**src/rtl/mult_issue_ctrl.sv**
```systemverilog
// Issue/collect stage around a combinational array multiplier: registers
// operands onto the array, waits a settle window, then hands the product on.
module mult_issue_ctrl #(
   parameter int WIDTH         = 8,
   parameter int SETTLE_CYCLES = 2
) (
   input  logic               clk,
   input  logic               rst,
   input  logic               in_valid,
   output logic               in_ready,
   input  logic [WIDTH-1:0]   in_a,
   input  logic [WIDTH-1:0]   in_b,
   input  logic               in_signed,
   output logic [WIDTH-1:0]   arr_a,
   output logic [WIDTH-1:0]   arr_b,
   output logic               arr_signed,
   input  logic [2*WIDTH-1:0] arr_p,
   output logic               out_valid,
   input  logic               out_ready,
   output logic [2*WIDTH-1:0] out_p,
   output logic               out_signed,
   output logic               busy
);

   localparam int CW = (SETTLE_CYCLES > 1) ? $clog2(SETTLE_CYCLES) : 1;
   localparam logic [CW-1:0] CNT_INIT = CW'(SETTLE_CYCLES - 1);

   generate
      if (SETTLE_CYCLES < 1) begin : g_bad_settle
         $error("SETTLE_CYCLES must be >= 1");
      end
   endgenerate

   typedef enum logic [1:0] {
      S_IDLE,
      S_SETTLE,
      S_HOLD
   } state_e;

   state_e             state_q;
   logic [CW-1:0]      cnt_q;
   logic [WIDTH-1:0]   arr_a_q;
   logic [WIDTH-1:0]   arr_b_q;
   logic               arr_signed_q;
   logic [2*WIDTH-1:0] out_p_q;
   logic               out_signed_q;
   logic               accept;

   // A HOLD slot frees up in the same edge the product is taken.
   assign in_ready = !rst &&
                     ((state_q == S_IDLE) ||
                      ((state_q == S_HOLD) && out_ready));
   assign accept   = in_valid && in_ready;

   assign out_valid  = (state_q == S_HOLD);
   assign busy       = (state_q != S_IDLE);
   assign arr_a      = arr_a_q;
   assign arr_b      = arr_b_q;
   assign arr_signed = arr_signed_q;
   assign out_p      = out_p_q;
   assign out_signed = out_signed_q;

   always_ff @(posedge clk) begin
      if (rst) begin
         state_q      <= S_IDLE;
         cnt_q        <= '0;
         arr_a_q      <= '0;
         arr_b_q      <= '0;
         arr_signed_q <= 1'b0;
         out_p_q      <= '0;
         out_signed_q <= 1'b0;
      end else if (accept) begin
         arr_a_q      <= in_a;
         arr_b_q      <= in_b;
         arr_signed_q <= in_signed;
         cnt_q        <= CNT_INIT;
         state_q      <= S_SETTLE;
      end else begin
         unique case (state_q)
            S_IDLE: ;
            S_SETTLE: begin
               if (cnt_q != '0) begin
                  cnt_q <= cnt_q - 1'b1;
               end else begin
                  out_p_q      <= arr_p;
                  out_signed_q <= arr_signed_q;
                  state_q      <= S_HOLD;
               end
            end
            S_HOLD: begin
               if (out_ready) state_q <= S_IDLE;
            end
            default: state_q <= S_IDLE;
         endcase
      end
   end

endmodule

```
**config.mk**
```make
export PLATFORM = sky130hd
export DESIGN_NAME = mult_issue_ctrl
export DESIGN_NICKNAME = d
export VERILOG_FILES = /design/src/rtl/mult_issue_ctrl.sv
export SDC_FILE = /design/constraint.sdc
export NUM_CORES = 1
export LEC_CHECK = 0
export CORE_MARGIN = 1
export CORE_UTILIZATION = 40
export CTS_CLUSTER_SIZE = 8
export DETAILED_ROUTE_END_ITERATION = 16
export PLACE_DENSITY_LB_ADDON = 0.08
export SLEW_MARGIN = 0
export SYNTH_ARGS = -nofsm -noshare
export SYNTH_HDL_FRONTEND = slang
export SYNTH_SLANG_ARGS = --single-unit
```
**constraint.sdc**
```tcl
create_clock -name clk -period 1.5 [get_ports clk]
set_input_delay 0.225 -clock clk [delete_from_list [all_inputs] [get_ports clk]]
set_output_delay 0.225 -clock clk [all_outputs]
set_load 0.02 [all_outputs]
```
==> results_dict.tcl <==
# implementation run metrics
set metrics [dict create \
    status "completed" \
    finalWorstSetupSlack_ns 0.05291 \
    synth_top_area_share_pct 47.90 \
    cts_buffers 5 \
    cts_hold_repair.buffers 0 \
    worst_hold_path_type "register to register" \
    p_per_area_nw_per_um2 914.5 \
    ys.flops 37 \
    netlist_area_um2 1546 \
    ys_cells 165 \
    grt_util_met3_pct 7.679 \
    grt_max_degree 55 \
    regArea_um2 742.0 \
    chipWidth_um 64.18 \
    path_delay_family "buffers and inverters" \
    cts_tree "done" \
    syn2layout_area_growth_pct 56.88 \
    antenna_found_initial 0 \
    synthTopCellsByCount "37 x dfxtp_1, 35 x nand2b_1, 34 x nand2_1" \
    log.warning_count 26 \
    grt.busiest_layer "met2" \
    crit_chain "clkdlybuf4s50_1" \
    initial_utilization_pct 41.93 \
    final_nets 278 \
    htreeDepth 2 \
    io_pins 74 \
    post-dp-hpwl_um 2567 \
    cts_buffer_depth 2 \
    ys_seq_share_pct 47.90 \
    cp-end-kind "output pin" \
    wl_per_cell_um 12.42 \
    vias_per_cell 4.686 \
    finalMaxSlewViolations 0 \
]
[kinds of logic (layout without fill, tap and decap cells)]
logic type	count (synthesis)	count (layout)	share of synthesized area, %
buf+inv	11	88	5.582
compound gates	21	21	7.444
flops	37	37	47.90
simple gates	79	79	28.07
mux	17	17	11.00
[path summary, 6_finish.rpt]
check | from | to | slack (ns)
setup / recovery | arr_a[0] | arr_a[0] | 0.05
hold / removal | out_signed | out_signed | 0.45
setup reg to reg | state_q[1] | out_p[0] | 0.15
hold reg to reg | out_signed | out_signed | 0.45
[per-layer routing]
metal	vias to the layer above	wire [um]	part of all wire, %
li1	683	-	-
met1	624	1342	37
met2	46	1928	54
met3	6	250	6.9
met4	0	81	2.2
met5	-	0	0
[through the flow]
stage | TNS (ns) | total power (W) | utilization, % | hold WS [ns]
global placement | -3.446 | 0.001594 | 62.96 | 0.4402
detailed placement | -3.869 | 0.001612 | 62.96 | 0.4465
global route | 0 | 0.002340 | 65.77 | 0.4820
finish | 0 | 0.002219 | 65.77 | 0.4538
floorplan | 0 | 0.001361 | - | 0.3610
CTS | 0 | 0.002258 | 64.93 | 0.4557
[timing repair]
action	in CTS	in global routing
gates resized	9	16
pin swaps	0	0
setup endpoints to repair	4	15
[cells in the final DEF (no fill, tap or decap), types with 2 or more instances in the layout]
cell type        count
dlygate4sd2_1        2
buf_4                6
nand2b_1            35
nor3b_4              2
mux2i_1             17
clkbuf_1             3
nand2_1             34
clkbuf_8             5
dfxtp_1             36
dlymetal6s2s_1      14
a21oi_1             18
clkdlybuf4s50_1     55
[report_power, final]
group	switching (W)	leakage (nW)	internal [W]	total, W
registers	0.0000367	0.303	0.00105	0.00108
clock network	0.000315	0.0395	0.000330	0.000645
logic	0.000220	0.800	0.000272	0.000491
total	0.000572	1.14	0.00165	0.00222
[sequential cells by signal (all words and copies together), names as in the netlist]
| register | count |
|---|---|
| arr_signed | 1 |
| arr_a | 8 |
| out_signed | 1 |
| out_p | 16 |
| state_q | 2 |
| arr_b | 8 |
| cnt_q | 1 |
[area by class of cell]
class	instances	area share [%]
timing repair buffer	80	33.73
sequential	37	30.58
multi-input combinational	117	29.91
clock buffer	8	3.301
tap	48	2.475
[tightest hold or removal path: stages (launching register included)]
cell	delay, ns
dfxtp_1	0.31
nand2_1	0.05
a21oi_1	0.05
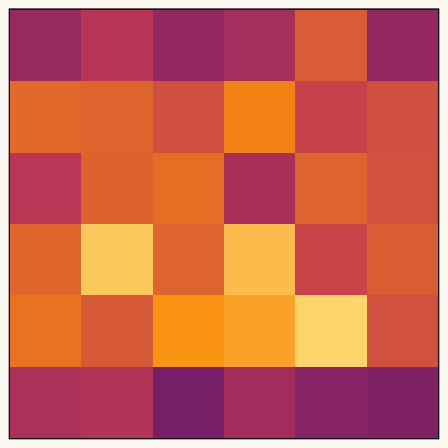
**Above:** local utilization.
The die is cut into 6 by 6 equal tiles; black is low, pale yellow is high, 0 to 100% covered.
The mean over all tiles is 57%. 14% of the tiles are over 75% full. The fullest tile reaches 91%.

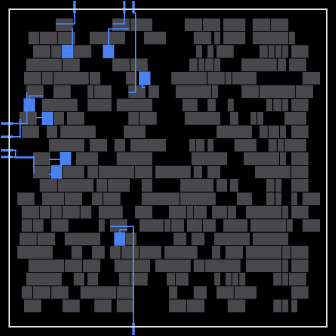
**Above:** nets reached from selected ports.
in_b: marked blue, bits 8, direction input, edge 4 west, 3 north, 1 south, end cells 8, buffers 8, wire 113 um.

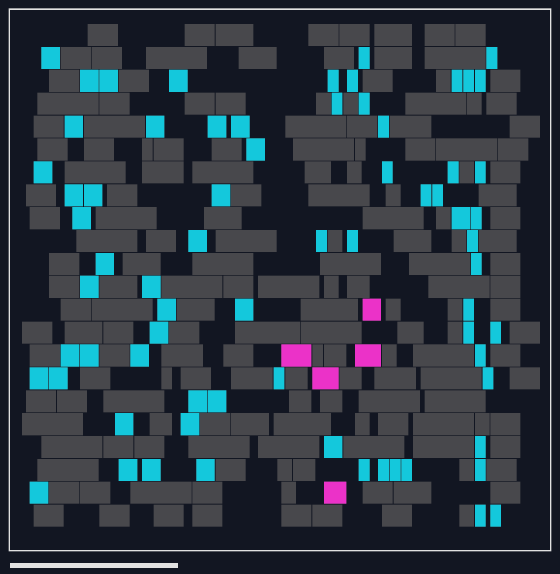
**Above:** gate families picked out.
Bar = 20 um.
AND and OR gates: marked magenta, cells 5. NAND gates: marked cyan, cells 70, most used nand2b_1, where spread over the die.

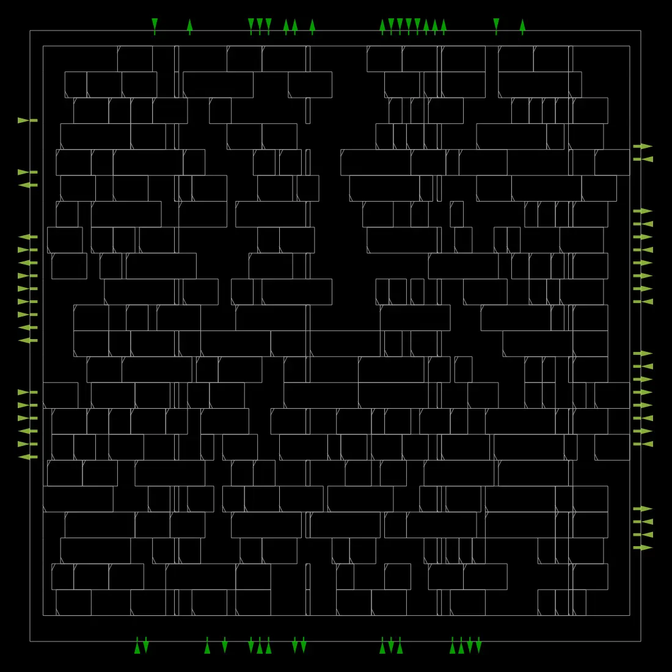
**Above:** placement view.
flop share of the area: 30.58%
Tap Cells: 48
post-route insts no fill: 290

Power and IR drop assume default switching activity.
